==> src/rtl/rambus_block_mover.sv <==
// Wishbone classic block mover for the OpenRAM rambus port B.
// Optional ack-wait statistic enabled by RAMBUS_MOVER_STATS_EN.
module rambus_block_mover #(
    parameter int ADDR_WIDTH = 10,
    parameter int TIMEOUT    = 255,
    parameter int STAT_WIDTH = 16
) (
    input  logic                  wb_clk_i,
    input  logic                  wb_rst_n_i,
    input  logic                  cmd_valid,
    output logic                  cmd_ready,
    input  logic                  cmd_write,
    input  logic [ADDR_WIDTH-1:0] cmd_addr,
    input  logic [7:0]            cmd_len,
    input  logic [31:0]           wr_data,
    input  logic                  wr_valid,
    output logic                  wr_ready,
    output logic [31:0]           rd_data,
    output logic                  rd_valid,
    input  logic                  rd_ready,
    output logic                  busy,
    output logic                  done,
    output logic                  err,
    output logic [STAT_WIDTH-1:0] stat_wait,
    output logic                  rambus_wb_clk_o,
    output logic                  rambus_wb_rst_o,
    output logic                  rambus_wb_stb_o,
    output logic                  rambus_wb_cyc_o,
    output logic                  rambus_wb_we_o,
    output logic [3:0]            rambus_wb_sel_o,
    output logic [31:0]           rambus_wb_dat_o,
    output logic [ADDR_WIDTH-1:0] rambus_wb_adr_o,
    input  logic                  rambus_wb_ack_i,
    input  logic [31:0]           rambus_wb_dat_i
);

    localparam int TW = $clog2(TIMEOUT + 1);

    typedef enum logic [2:0] {
        IDLE,
        FETCH,
        REQ,
        RDOUT,
        FIN
    } state_t;

    state_t                state_q, state_d;
    logic [ADDR_WIDTH-1:0] addr_q, addr_d;
    logic [8:0]            cnt_q, cnt_d;
    logic                  op_q, op_d;
    logic [TW-1:0]         tcnt_q, tcnt_d;
    logic [TW-1:0]         tcnt_inc;
    logic [31:0]           wdat_q, wdat_d;
    logic [31:0]           rdat_q, rdat_d;
    logic                  err_q, err_d;
    logic                  cmd_ready_q, cmd_ready_d;
    logic                  wr_ready_q, wr_ready_d;
    logic                  rd_valid_q, rd_valid_d;
    logic                  busy_q, busy_d;
    logic                  done_q, done_d;
    logic                  stb_q, stb_d;
    logic                  we_q, we_d;
    logic [3:0]            sel_q, sel_d;
    logic                  unused_addr_lsb;

    assign unused_addr_lsb = ^cmd_addr[1:0];
    assign tcnt_inc        = tcnt_q + TW'(1);

    always_comb begin
        state_d = state_q;
        addr_d  = addr_q;
        cnt_d   = cnt_q;
        op_d    = op_q;
        tcnt_d  = tcnt_q;
        wdat_d  = wdat_q;
        rdat_d  = rdat_q;
        err_d   = err_q;
        unique case (state_q)
            IDLE: begin
                if (cmd_valid) begin
                    addr_d  = {cmd_addr[ADDR_WIDTH-1:2], 2'b00};
                    cnt_d   = (cmd_len == 8'd0) ? 9'd256 : {1'b0, cmd_len};
                    op_d    = cmd_write;
                    err_d   = 1'b0;
                    tcnt_d  = '0;
                    state_d = cmd_write ? FETCH : REQ;
                end
            end
            FETCH: begin
                if (wr_valid) begin
                    wdat_d  = wr_data;
                    tcnt_d  = '0;
                    state_d = REQ;
                end
            end
            REQ: begin
                // An ack arriving on the expiry cycle still completes the word.
                if (rambus_wb_ack_i) begin
                    if (op_q) begin
                        cnt_d   = cnt_q - 9'd1;
                        addr_d  = addr_q + ADDR_WIDTH'(4);
                        state_d = (cnt_q == 9'd1) ? FIN : FETCH;
                    end else begin
                        rdat_d  = rambus_wb_dat_i;
                        state_d = RDOUT;
                    end
                end else if (tcnt_inc == TW'(TIMEOUT)) begin
                    err_d   = 1'b1;
                    state_d = FIN;
                end else begin
                    tcnt_d = tcnt_inc;
                end
            end
            RDOUT: begin
                if (rd_ready) begin
                    cnt_d   = cnt_q - 9'd1;
                    addr_d  = addr_q + ADDR_WIDTH'(4);
                    tcnt_d  = '0;
                    state_d = (cnt_q == 9'd1) ? FIN : REQ;
                end
            end
            FIN: state_d = IDLE;
            default: state_d = IDLE;
        endcase
    end

    // Outputs are decoded from the next state so they register with it.
    always_comb begin
        cmd_ready_d = (state_d == IDLE);
        wr_ready_d  = (state_d == FETCH);
        stb_d       = (state_d == REQ);
        we_d        = stb_d & op_d;
        sel_d       = stb_d ? 4'hF : 4'h0;
        rd_valid_d  = (state_d == RDOUT);
        busy_d      = (state_d == FETCH) ||
                      (state_d == REQ) ||
                      (state_d == RDOUT);
        done_d      = (state_d == FIN);
    end

    always_ff @(posedge wb_clk_i or negedge wb_rst_n_i) begin
        if (!wb_rst_n_i) begin
            state_q     <= IDLE;
            addr_q      <= '0;
            cnt_q       <= '0;
            op_q        <= 1'b0;
            tcnt_q      <= '0;
            wdat_q      <= '0;
            rdat_q      <= '0;
            err_q       <= 1'b0;
            cmd_ready_q <= 1'b1;
            wr_ready_q  <= 1'b0;
            rd_valid_q  <= 1'b0;
            busy_q      <= 1'b0;
            done_q      <= 1'b0;
            stb_q       <= 1'b0;
            we_q        <= 1'b0;
            sel_q       <= 4'h0;
        end else begin
            state_q     <= state_d;
            addr_q      <= addr_d;
            cnt_q       <= cnt_d;
            op_q        <= op_d;
            tcnt_q      <= tcnt_d;
            wdat_q      <= wdat_d;
            rdat_q      <= rdat_d;
            err_q       <= err_d;
            cmd_ready_q <= cmd_ready_d;
            wr_ready_q  <= wr_ready_d;
            rd_valid_q  <= rd_valid_d;
            busy_q      <= busy_d;
            done_q      <= done_d;
            stb_q       <= stb_d;
            we_q        <= we_d;
            sel_q       <= sel_d;
        end
    end

`ifdef RAMBUS_MOVER_STATS_EN
    logic [STAT_WIDTH-1:0] stat_q, stat_d;

    always_comb begin
        stat_d = stat_q;
        if (state_q == IDLE && cmd_valid) begin
            stat_d = '0;
        end else if (state_q == REQ && stb_q &&
                     !rambus_wb_ack_i && !(&stat_q)) begin
            stat_d = stat_q + STAT_WIDTH'(1);
        end
    end

    always_ff @(posedge wb_clk_i or negedge wb_rst_n_i) begin
        if (!wb_rst_n_i) begin
            stat_q <= '0;
        end else begin
            stat_q <= stat_d;
        end
    end

    assign stat_wait = stat_q;
`else
    assign stat_wait = '0;
`endif

    assign cmd_ready       = cmd_ready_q;
    assign wr_ready        = wr_ready_q;
    assign rd_valid        = rd_valid_q;
    assign rd_data         = rdat_q;
    assign busy            = busy_q;
    assign done            = done_q;
    assign err             = err_q;
    assign rambus_wb_clk_o = wb_clk_i;
    assign rambus_wb_rst_o = ~wb_rst_n_i;
    assign rambus_wb_stb_o = stb_q;
    assign rambus_wb_cyc_o = stb_q;
    assign rambus_wb_we_o  = we_q;
    assign rambus_wb_sel_o = sel_q;
    assign rambus_wb_dat_o = wdat_q;
    assign rambus_wb_adr_o = addr_q;

endmodule

==> config.mk <==
export PLATFORM = sky130hd
export DESIGN_NAME = rambus_block_mover
export DESIGN_NICKNAME = d
export VERILOG_FILES = /design/src/rtl/rambus_block_mover.sv
export SDC_FILE = /design/constraint.sdc
export NUM_CORES = 1
export LEC_CHECK = 0
export CAP_MARGIN = 25
export CORE_UTILIZATION = 43
export DETAILED_ROUTE_END_ITERATION = 12
export PLACE_DENSITY_LB_ADDON = 0.15
export SLEW_MARGIN = 10
export SYNTH_ARGS = -nofsm -noshare
export SYNTH_HDL_FRONTEND = slang
export SYNTH_SLANG_ARGS = --single-unit
==> constraint.sdc <==
create_clock -name wb_clk_i -period 2.15 [get_ports wb_clk_i]
set_input_delay 0.215 -clock wb_clk_i [delete_from_list [all_inputs] [get_ports wb_clk_i]]
set_output_delay 0.215 -clock wb_clk_i [all_outputs]
set_load 0.005 [all_outputs]
**Run 1: signal wires on met1**

The bar under the picture is 20 µm long.
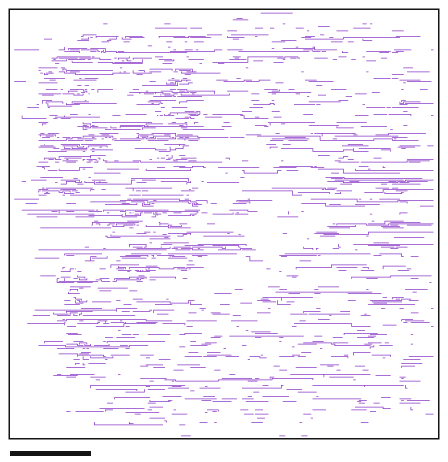
longest straight run: 31.7 µm
nets with wire on the layer: 565
share of all routed wire: 40%
GR Util met1: 0.2482
Vias: 3640

**Run 1: signal wires on met2**

The bar under the picture is 20 µm long.
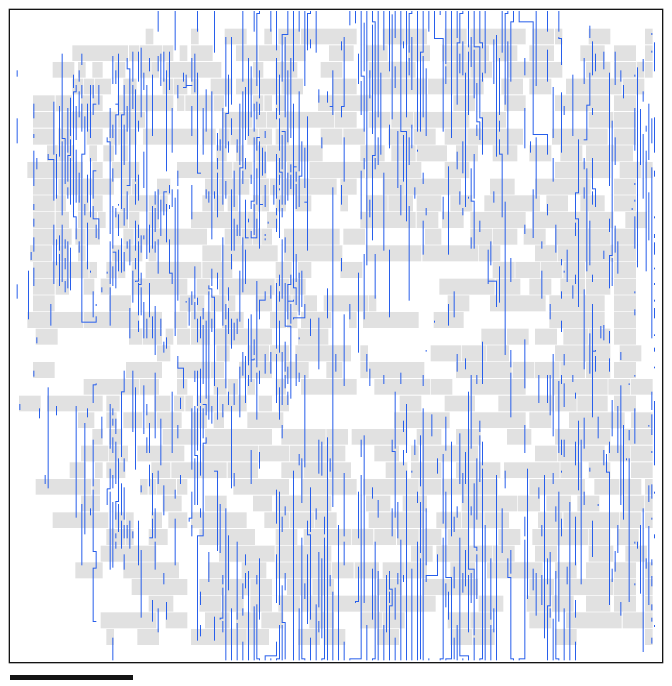
nets with wire on the layer: 606
share of all routed wire: 52%
longest straight run: 52.0 µm
main direction: vertical
wire length on this layer: 5750 µm
total wire length: 11140 µm
grt met2 use: 0.3655

**Run 1: signal wires on met3**

The bar under the picture is 20 µm long.
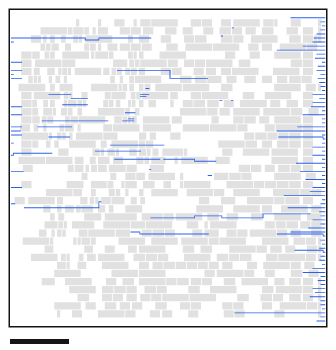
wire length on this layer: 722 µm
longest straight run: 30.3 µm
nets with wire on the layer: 107

**Run 1: congestion heat map**

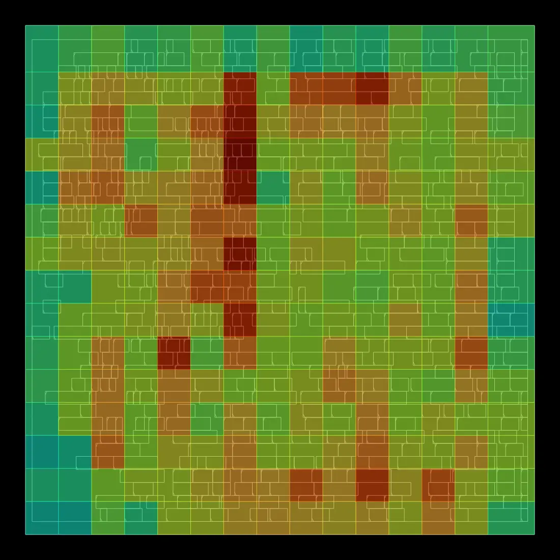
gr usage total: 0.2120
final core utilization: 0.6470

==> results.txt, run 1 <==
impl run done, here's what came out: slowest CP cell or4_4, Yosys warning count 0, post-synth top area share 0.5348, count leader, synth dfrtp_1, Slew HR 0.5579, Die W ~110 µm, Setup Slack @ Placement between 0.1 and 0.15 ns, storage element area 2529 µm², area leader, netlist dfrtp_1, fmax just over 500 MHz, Logic Gate Count 261, Top cell excl fill/tap clkdlybuf4s50_1, hold wc startpoint cmd_addr[2], Non-clk invs 8, fraction of area in registers 0.3752, crit start category flip-flop, Post-synth top cells dfrtp_1 (100), mux2_2 (49), buf_4 (29), Fin. Hold Viols 0, CTS Hold Buffers Added 1, Top Layout Cells clkdlybuf4s50_1 (172), dfrtp_1 (100), mux2_2 (49), clock network area share 0.03880, area delta synth->final 44.01%, Main synth FF type dfrtp_1, Leakage Power around 2.8 nW, dominant kind of cell by area flip-flops and latches, routed wire length per instance about 16 µm, registers around 100, CP max stage delay 0.49 ns, post-synth area from yosys stat between 4000 and 5000 µm², classification of the worst setup path flip-flop to flip-flop, R2R Path Start tcnt_q[0], combinational share of cell area 0.2848, Top cells by area dfrtp_1 (53%), mux2_2 (12%), buf_4 (4.7%), mux2_1 (3.9%), a21oi_1 (2.6%), global route overflow 0, Reg2Reg Depth 6, CP Cell Sequence ha_1 > nand2b_1 > and2_4 > or4_4 > o21ai_4 > o2bb2ai_1, min Tclk post-route slightly below 2 ns, OpenROAD warnings 31, Reg clk slew, reported paths 0.10 ns, type of the tightest min-delay check input port to flip-flop, status finished, final reports clean, Final #Nets around 660, number of non-clock buffers approximately 180, combinational power share 0.465, adder share 0.01337, row cnt 37, sequential group share of total power 0.374, setup TNS 0 ns, Core ar. ~10000 µm², Syn Inst Count about 390, Tightest Pin Transition roughly 0.66 ns, Psw between 2 and 3 mW, Die Y between 100 and 150 µm, # IOs ~190, main logic family after synthesis multiplexers, CLK BUF 16, Post-CTS Setup Bufs 0, fin crit share 0.9077, setup violators final 0, first-pass GRT wire length approximately 18000 µm, max-cap violations 0, RePlAce Congestion 0.8131, Slew Limit Fails 0, number of iterations in the first detailed-routing pass 4, AO/OA Area Share 0.1118, initial antenna violation count 0, Worst Path Arrival 2.34 ns, RSZ-0062 raised after global routing no, total chip power approximately 9 mW, reg2reg end tcnt_q[3], Vias/cell 5.134, Antenna Violating Nets Remaining 0, Sw Ratio 0.3250, Req. time, crit path about 2.5 ns, Synth Seq Share 0.5404, xor+xnor area frac 0.007219, Clk pwr share 0.161, final instance count without filler cells just over 700, port bufs 173, Max rail drop VDD just over 0.0006 V, CP Max Fanout 7, DRC 0, Netlist cell types roughly 57, Fin Clk Skew 0.01703 ns, die footprint 11300 µm², CTS tree yes, mux share 0.1586, fin worst setup slack between 0.15 and 0.2 ns, largest net degree at the start of global routing 56
==> run 1: state kept, by name (all words and copies together), names as in the netlist <==
signal and flops:
state_q 3, busy 1, rambus_wb_adr_o 8, done 1, cmd_ready 1, rambus_wb_we_o 1, op_q 1, err 1
rambus_wb_sel_o 1, wr_ready 1, tcnt_q 8, rd_data 32, rambus_wb_dat_o 32, cnt_q 9, rd_valid 1
==> run 1: power by group through the flow <==
stage	Combinational (mW)	Sequential (mW)	Clock [mW]
after detailed placement	4.22	3.40	0.0392
after floorplan	2.05	3.35	0.0302
after global placement	4.12	3.35	0.0392
after CTS	4.24	3.37	1.49
after global routing	4.57	3.50	1.58
final	4.19	3.36	1.45
==> run 1: metal layers <==
| layer | part of all wire | wire length [µm] | global-route usage | up-vias |
|---|---|---|---|---|
| met5 | 0 | 0 | 0 | - |
| met4 | 0.015 | 165 | 0.06944 | 0 |
| met3 | 0.065 | 721 | 0.06928 | 14 |
| met2 | 0.52 | 5745 | 0.3655 | 139 |
| met1 | 0.40 | 4510 | 0.2482 | 1775 |
| li1 | - | - | - | 1712 |
==> run 1: worst max path at each step <==
stage | from | end | slack (ns) | cells past startpoint
6_report | tcnt_q[0] | tcnt_q[3] | 0.20 | 6
5_1_grt | tcnt_q[0] | tcnt_q[3] | 0.08 | 6
4_1_cts | tcnt_q[0] | tcnt_q[1] | 0.18 | 6
3_5_place_dp | cmd_valid | tcnt_q[4] | 0.13 | 6
3_3_place_gp | cmd_valid | tcnt_q[4] | 0.15 | 6
2_1_floorplan | tcnt_q[0] | tcnt_q[4] | 0.33 | 6
==> run 1: critical path: cells and delay by family, from the launching register on <==
kind,cells,cell delay [ns]
AND/OR/NAND/NOR,3,0.83
flip-flops,1,0.44
adder cells (fa/ha/maj),1,0.24
AND-OR/OR-AND,2,0.38
==> run 2: changes to the inputs <==
Settings changed: CORE_MARGIN set to 2, SLEW_MARGIN 10 to 40.
**Run 2: congestion heat map**

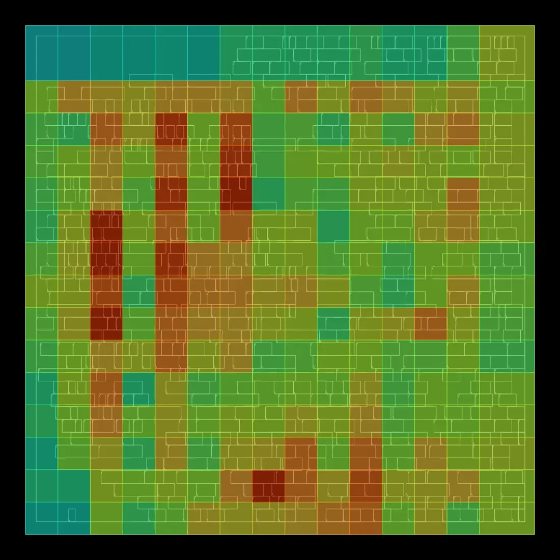
grt met2 use: 0.3226
GR Layer Usage met3: 0.06028
routed wire length per instance: 15.65 µm
final core utilization: 0.6281
Most Crowded Layer GR: met2

**Run 2: M4 wires**

The bar under the picture is 20 µm long.
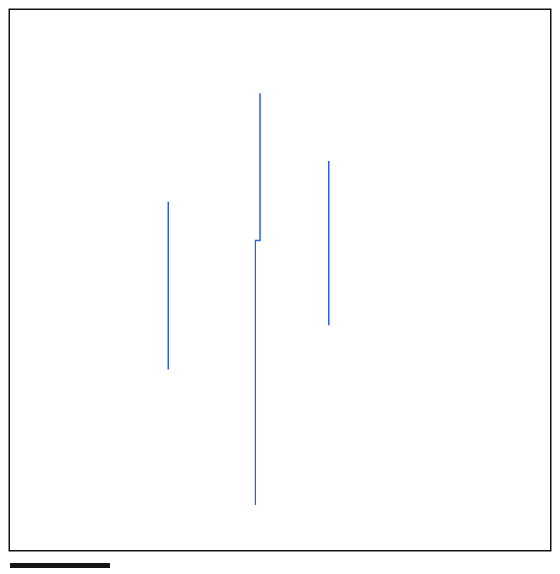
longest straight run: 52.9 µm
nets with wire on the layer: 2

==> run 2 against run 1 <==
Against the previous run: hold slack worse by 0.0036 ns; first-iteration DRC count increased by 21%; sequential power hardly changed; flip-flop count is the same; die area rose by 3.8%; non-clock buffer count increased by 2; total power down 0.33%; critical path type unchanged; sequential share of layout area shrank 0.056 points; setup slack worse by 0.011 ns; area after synthesis is the same; via count shrank 0.30%.
==> results.txt, run 2 <==
impl run done, here's what came out: Main synth FF type dfrtp_1, post-synth area from yosys stat 4679 µm² (unchanged), DRC 0 (unchanged), die footprint 11730 µm² (+3.8%), status finished, final reports clean, xor+xnor area frac 0.007219 (unchanged), total chip power 8.971 mW (-0.33%), routed wl met2 5285 µm (-8.0%), Top cell excl fill/tap clkdlybuf4s50_1, classification of the worst setup path flip-flop to flip-flop, Syn Inst Count 394 (unchanged), port bufs 173 (unchanged), Fin. Hold Viols 0 (unchanged), number of iterations in the first detailed-routing pass 4 (unchanged), Worst Path Arrival 2.34 ns (about the same), gr usage total 0.1976 (-0.01438), CP Max Fanout 7 (unchanged), RSZ-0062 raised after global routing no, DR WL met3 909 µm (+26%), Max rail drop VDD 0.0006190 V (+2.3%), Top cells by area dfrtp_1 (53%), mux2_2 (12%), buf_4 (4.7%), mux2_1 (3.9%), a21oi_1 (2.6%), Final #Nets 664 (+0.30%), first-pass GRT wire length 17750 µm (-3.1%), max-cap violations 0 (unchanged), # IOs 194 (unchanged), Top delay family on crit path simple AND/OR/NAND/NOR gates, Psw 2.899 mW (-0.89%), area delta synth->final 44.22%, type of the tightest min-delay check input port to flip-flop, largest net degree at the start of global routing 53 (-5.4%), slowest CP cell or4_4, total wire length 11190 µm (+0.42%), sequential group share of total power 0.374 (about the same), Vias 3629 (-0.30%), min Tclk post-route 1.962 ns (+0.01090 ns), Slew HR 0.5540 (-0.003850), fin crit share 0.9128 (+0.005072), Tightest Pin Transition 0.6690 ns (+0.005775 ns), fmax 509.6 MHz (-0.56%), Post-synth top cells dfrtp_1 (100), mux2_2 (49), buf_4 (29), RePlAce Congestion 0.7856 (-3.4%), met1 WL 4847 µm (+7.5%)
run 2: cell counts after synthesis:
No cell type changed its count.
run 2: path summary, 6_finish.rpt:
kind	startpoint	endpoint	slack, ns	cells after the start
worst max-delay path	tcnt_q[0]	tcnt_q[6]	0.19	6
worst min-delay path	cmd_addr[2]	rambus_wb_adr_o[2]	0.28	3
worst max register to register	tcnt_q[0]	tcnt_q[6]	0.19	6
worst min register to register	rd_data[9]	rd_data[9]	0.49	1
max in group asynchronous	wb_rst_n_i	state_q[2]	1.23	3
min in group asynchronous	wb_rst_n_i	rambus_wb_dat_o[31]	0.43	3
run 2: logic make-up after synthesis:
family / Yosys count
adders and majority gates: 5
muxes: 66
and+or+nand+nor: 92
buffers and inverters: 49
DFF: 101
other: 1
xor gates and xnor gates: 3
AOI/OAI and AO/OA: 77
run 2: layout make-up:
class	instances	area, µm²
timing repair buffer	185	1844
multi-input combinational	261	1919
fill	918	3996
tap	140	175.2
clock buffer	16	196.4
sequential	101	2529
clock inverter	4	55.05
inverter	8	30.03
run 2: metrics by stage:
| stage | util | worst slack (ns) | cells |
|---|---|---|---|
| 2_1_floorplan | - | 0.3266 | 411 |
| 3_3_place_gp | 0.6047 | 0.2085 | 695 |
| 3_5_place_dp | 0.6047 | 0.1957 | 695 |
| 4_1_cts | 0.6281 | 0.1689 | 715 |
| 5_1_grt | 0.6281 | 0.03558 | 715 |
| 6_report | 0.6281 | 0.1875 | 715 |
run 2: power groups by stage:
stage	logic [mW]	clock network [mW]	registers, mW
2_1_floorplan	2.05	0.0302	3.35
3_3_place_gp	4.16	0.0392	3.35
3_5_place_dp	4.25	0.0392	3.39
4_1_cts	4.26	1.45	3.36
5_1_grt	4.63	1.54	3.49
6_report	4.21	1.40	3.35
Power and IR drop assume default switching activity.
